**src/rtl/sim_serial_pkg.sv**
```systemverilog
// Shared register offsets and STATUS/CONTROL bit positions for the
// buffered sim serial device.
package sim_serial_pkg;

    localparam logic [1:0] OFF_TXDATA  = 2'd0;
    localparam logic [1:0] OFF_RXDATA  = 2'd1;
    localparam logic [1:0] OFF_STATUS  = 2'd2;
    localparam logic [1:0] OFF_CONTROL = 2'd3;

    localparam int ST_RX_AVAIL     = 0;
    localparam int ST_TX_FULL      = 1;
    localparam int ST_TX_EMPTY     = 2;
    localparam int ST_RX_OVERRUN   = 3;
    localparam int ST_TX_DROP      = 4;
    localparam int ST_RX_COUNT_LSB = 16;
    localparam int ST_TX_COUNT_LSB = 24;

    localparam int CTRL_IRQ_RX       = 0;
    localparam int CTRL_IRQ_TX_EMPTY = 1;

endpackage

```
**src/rtl/sim_serial_sfifo.sv**
```systemverilog
// Synchronous FIFO with occupancy count; a push into a full FIFO is
// accepted only when a pop happens in the same cycle.
module sim_serial_sfifo #(
    parameter  int WIDTH = 8,
    parameter  int DEPTH = 16,
    localparam int AW    = $clog2(DEPTH),
    localparam int CNTW  = AW + 1
) (
    input  logic             clk,
    input  logic             reset,
    input  logic             push,
    input  logic [WIDTH-1:0] wdata,
    input  logic             pop,
    output logic [WIDTH-1:0] rdata,
    output logic [CNTW-1:0]  count,
    output logic             full,
    output logic             empty
);

    logic [WIDTH-1:0] mem [DEPTH];
    logic [AW-1:0]    rd_ptr;
    logic [AW-1:0]    wr_ptr;
    logic             do_push;
    logic             do_pop;

    assign full    = (count == CNTW'(DEPTH));
    assign empty   = (count == '0);
    assign do_pop  = pop && !empty;
    assign do_push = push && (!full || do_pop);
    assign rdata   = mem[rd_ptr];

    always_ff @(posedge clk) begin
        if (reset) begin
            rd_ptr <= '0;
            wr_ptr <= '0;
            count  <= '0;
        end else begin
            if (do_push)
                wr_ptr <= wr_ptr + 1'b1;
            if (do_pop)
                rd_ptr <= rd_ptr + 1'b1;
            count <= count + CNTW'(do_push) - CNTW'(do_pop);
        end
    end

    always_ff @(posedge clk) begin
        if (do_push)
            mem[wr_ptr] <= wdata;
    end

endmodule

```
**src/rtl/sim_serial_buffered.sv**
```systemverilog
// Memory-mapped buffered serial port: TX/RX FIFOs, STATUS and CONTROL.
// Define SERIAL_IRQ_EN to add the irq output and CONTROL register.
module sim_serial_buffered
    import sim_serial_pkg::*;
#(
    parameter int BASE  = 32,
    parameter int DEPTH = 16,
    parameter int CW    = 8
) (
    input  logic          clk,
    input  logic          reset,
    input  logic          enable,
    input  logic          rw,
    input  logic [31:0]   addr,
    input  logic [31:0]   d_in,
    output logic [31:0]   d_out,
    output logic [CW-1:0] tx_data,
    output logic          tx_valid,
    input  logic          tx_ready,
    input  logic [CW-1:0] rx_data,
    input  logic          rx_valid
`ifdef SERIAL_IRQ_EN
    ,
    output logic          irq
`endif
);

    localparam int CNTW = $clog2(DEPTH) + 1;

    logic [31:0]   off_full;
    logic [1:0]    off;
    logic          hit;
    logic          rd;
    logic          tx_push;
    logic          rx_rd;
    logic          st_rd;

    logic [CNTW-1:0] tx_count;
    logic [CNTW-1:0] rx_count;
    logic            tx_full;
    logic            tx_empty;
    logic            rx_full;
    logic            rx_empty;
    logic [CW-1:0]   rx_head;

    logic          rx_overrun;
    logic          tx_drop;
    logic [1:0]    ctrl;
    logic [31:0]   status;
    logic [31:0]   rd_data;
    logic          unused;

    assign unused   = ^d_in[31:CW];
    assign off_full = addr - 32'(BASE);
    assign off      = off_full[1:0];
    assign hit      = enable && (off_full < 32'd4);
    assign rd       = hit && !rw;
    assign tx_push  = hit && rw && (off == OFF_TXDATA);
    assign rx_rd    = rd && (off == OFF_RXDATA);
    assign st_rd    = rd && (off == OFF_STATUS);
    assign tx_valid = !tx_empty;

    sim_serial_sfifo #(.WIDTH(CW), .DEPTH(DEPTH)) u_tx_fifo (
        .clk   (clk),
        .reset (reset),
        .push  (tx_push),
        .wdata (d_in[CW-1:0]),
        .pop   (tx_ready),
        .rdata (tx_data),
        .count (tx_count),
        .full  (tx_full),
        .empty (tx_empty)
    );

    sim_serial_sfifo #(.WIDTH(CW), .DEPTH(DEPTH)) u_rx_fifo (
        .clk   (clk),
        .reset (reset),
        .push  (rx_valid),
        .wdata (rx_data),
        .pop   (rx_rd),
        .rdata (rx_head),
        .count (rx_count),
        .full  (rx_full),
        .empty (rx_empty)
    );

    always_comb begin
        status                           = '0;
        status[ST_RX_AVAIL]              = !rx_empty;
        status[ST_TX_FULL]               = tx_full;
        status[ST_TX_EMPTY]              = tx_empty;
        status[ST_RX_OVERRUN]            = rx_overrun;
        status[ST_TX_DROP]               = tx_drop;
        status[ST_RX_COUNT_LSB +: 8]     = 8'(rx_count);
        status[ST_TX_COUNT_LSB +: 8]     = 8'(tx_count);
    end

    always_comb begin
        rd_data = '0;
        unique case (off)
            OFF_RXDATA:  rd_data = rx_empty ? '0 : 32'(rx_head);
            OFF_STATUS:  rd_data = status;
            OFF_CONTROL: rd_data = 32'(ctrl);
            default:     rd_data = '0;
        endcase
    end

    // A drop or overrun in the same cycle as a STATUS read stays set.
    always_ff @(posedge clk) begin
        if (reset) begin
            d_out      <= '0;
            rx_overrun <= 1'b0;
            tx_drop    <= 1'b0;
        end else begin
            if (rd)
                d_out <= rd_data;
            rx_overrun <= (rx_valid && rx_full && !rx_rd)
                        || (rx_overrun && !st_rd);
            tx_drop    <= (tx_push && tx_full && !tx_ready)
                        || (tx_drop && !st_rd);
        end
    end

`ifdef SERIAL_IRQ_EN
    always_ff @(posedge clk) begin
        if (reset) begin
            ctrl <= '0;
            irq  <= 1'b0;
        end else begin
            if (hit && rw && (off == OFF_CONTROL))
                ctrl <= d_in[1:0];
            irq <= (ctrl[CTRL_IRQ_RX] && !rx_empty)
                || (ctrl[CTRL_IRQ_TX_EMPTY] && tx_empty);
        end
    end
`else
    assign ctrl = '0;
`endif

endmodule
```
**config.mk**
```make
export PLATFORM = sky130hd
export DESIGN_NAME = sim_serial_buffered
export DESIGN_NICKNAME = d
export VERILOG_FILES = /design/src/rtl/sim_serial_pkg.sv /design/src/rtl/sim_serial_sfifo.sv /design/src/rtl/sim_serial_buffered.sv
export SDC_FILE = /design/constraint.sdc
export NUM_CORES = 1
export LEC_CHECK = 0
export ABC_CLOCK_PERIOD_IN_PS = 4100
export CORE_MARGIN = 2
export CORE_UTILIZATION = 52
export CTS_BUF_LIST = sky130_fd_sc_hd__clkbuf_8 sky130_fd_sc_hd__clkbuf_16
export CTS_CLUSTER_DIAMETER = 40
export DETAILED_ROUTE_END_ITERATION = 7
export PLACE_DENSITY = 0.76
export SYNTH_ARGS = -nofsm -noshare
export SYNTH_HDL_FRONTEND = slang
export SYNTH_SLANG_ARGS = --single-unit
```
**constraint.sdc**
```tcl
create_clock -name clk -period 4.1 [get_ports clk]
set_input_delay 0.41 -clock clk [delete_from_list [all_inputs] [get_ports clk]]
set_output_delay 0.41 -clock clk [all_outputs]
set_load 0.01 [all_outputs]
```
==> notes.md <==
run metrics: Pins Over Slew Limit=0, Critical Path RT=between 4000 and 5000 ps, Crit path max-delay family=simple AND/OR/NAND/NOR gates, EDFF count, synth=around 260, DR vias=around 7000, clock sink total=~310, final design utilization=roughly 64%, Worst Hold Depth=2, postcts setup bufs=0, Yosys Chip Area=between 0.01 and 0.015 mm², Ys Warns=0, Syn Inst Count=between 700 and 800, wire length on met1=10.5 mm, Nets=1019, FF-to-FF End=u_rx_fifo.count[4]$_SDFF_PP0_, gpl congestion=0.831, die width=roughly 160 µm, WS Path Type=in2reg, source of the critical timing path=addr[5], count of TritonRoute iterations in the first routing pass=5, drt wl/cell=roughly 21 µm, met1 usage=about a quarter, Post-DRT Antenna Nets=0, first-pass GRT wire length=41.9 mm, Max Fclk=around 260 MHz, CP Max Fanout=4, crit-path most repeated cell=inv_1, post-cts resize count=0, placed cell area=0.0145 mm², maxcap violations=0, commonest non-fill, non-tap cells in the layout=256 x edfxtp_1, 80 x mux4_2, 79 x clkdlybuf4s50_1, cell type with the largest total area=edfxtp_1, combinational power share=around 14%, outcome=finished clean, Flop area=between 0.008 and 0.009 mm², cell count after placement=between 1000 and 1500, worst relative slew slack=23.1%, Internal=6.06 mW, gr busiest metal=met2, Clk pin slew, worst setup/hold paths=around 60 ps, drt initial violations=between 400 and 500, Clk power=about 3.2 mW
==> registers in the layout, indices dropped and copies added, names as in the netlist, named ones only <==
register,cells
u_rx_fifo.wr_ptr,4
u_tx_fifo.rd_ptr,4
tx_drop,1
u_rx_fifo.mem,128
d_out,18
u_tx_fifo.wr_ptr,4
u_tx_fifo.mem,128
u_tx_fifo.count,5
rx_overrun,1
u_rx_fifo.count,5
u_rx_fifo.rd_ptr,4
==> area by class of cell <==
| class | instances | area share [%] |
|---|---|---|
| Clock buffer | 39 | 6.14 |
| Clock inverter | 28 | 1.69 |
| Inverter | 29 | 0.693 |
| Multi-Input combinational cell | 394 | 24.9 |
| Sequential cell | 310 | 55.9 |
| Tap cell | 324 | 2.58 |
| Timing Repair Buffer | 142 | 8.11 |
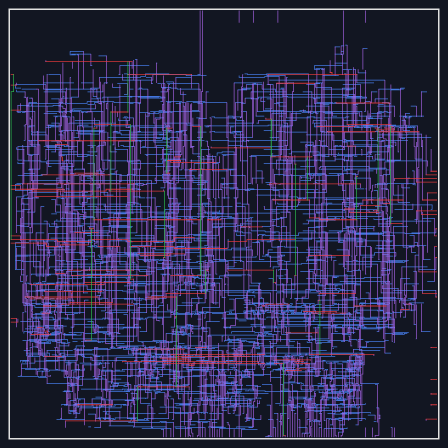
(images/metal_stack.png)
| colour | layer | wire length |
|---|---|---|
| green | met4 | 612 µm |
| purple | met2 | 13800 µm |
| red | met3 | 1730 µm |
| blue | met1 | 10500 µm |

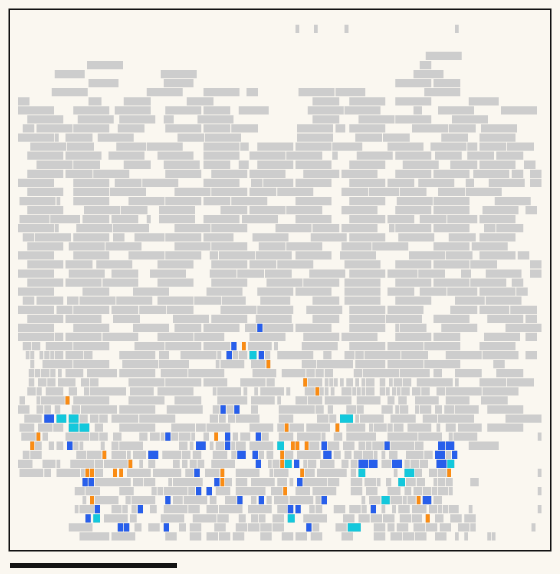
(images/gate_families.png)
Scale bar: 50 µm.
| colour | family | cells |
|---|---|---|
| blue | inverting AOI/OAI gates | 51 |
| orange | inverters | 29 |
| cyan | AND and OR gates | 16 |
Commonest Layout Cell: edfxtp_1
Layout Cells excl Fill: 1266

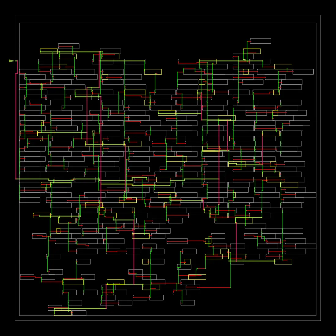
(images/final_clocks.png)
CTS buffer count: 37
Layout Skew: 22.1 ps

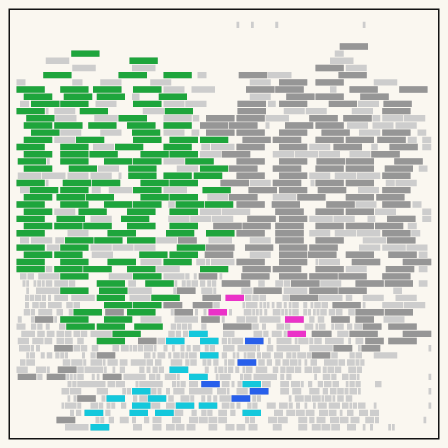
(images/registers.png)
| colour | signal | placed flops |
|---|---|---|
| green | u_rx_fifo.mem | 128 |
| magenta | u_tx_fifo.wr_ptr | 4 |
| blue | u_tx_fifo.count | 5 |
| cyan | d_out | 18 |

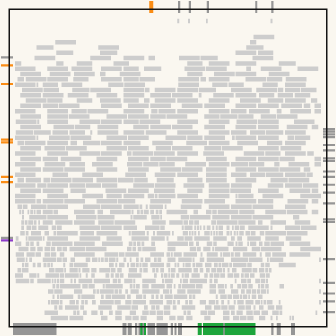
(images/pins.png)
Pins as bars across the die edge, other pins in grey.
| colour | port | pins | direction | edge |
|---|---|---|---|---|
| purple | reset | 1 | input | west |
| green | addr | 32 | input | south |
| orange | rx_data | 8 | input | 6 west, 2 north |
all pins by edge: 83 south, 20 east, 9 west, 7 north

Power is estimated from default activity; no workload was simulated.
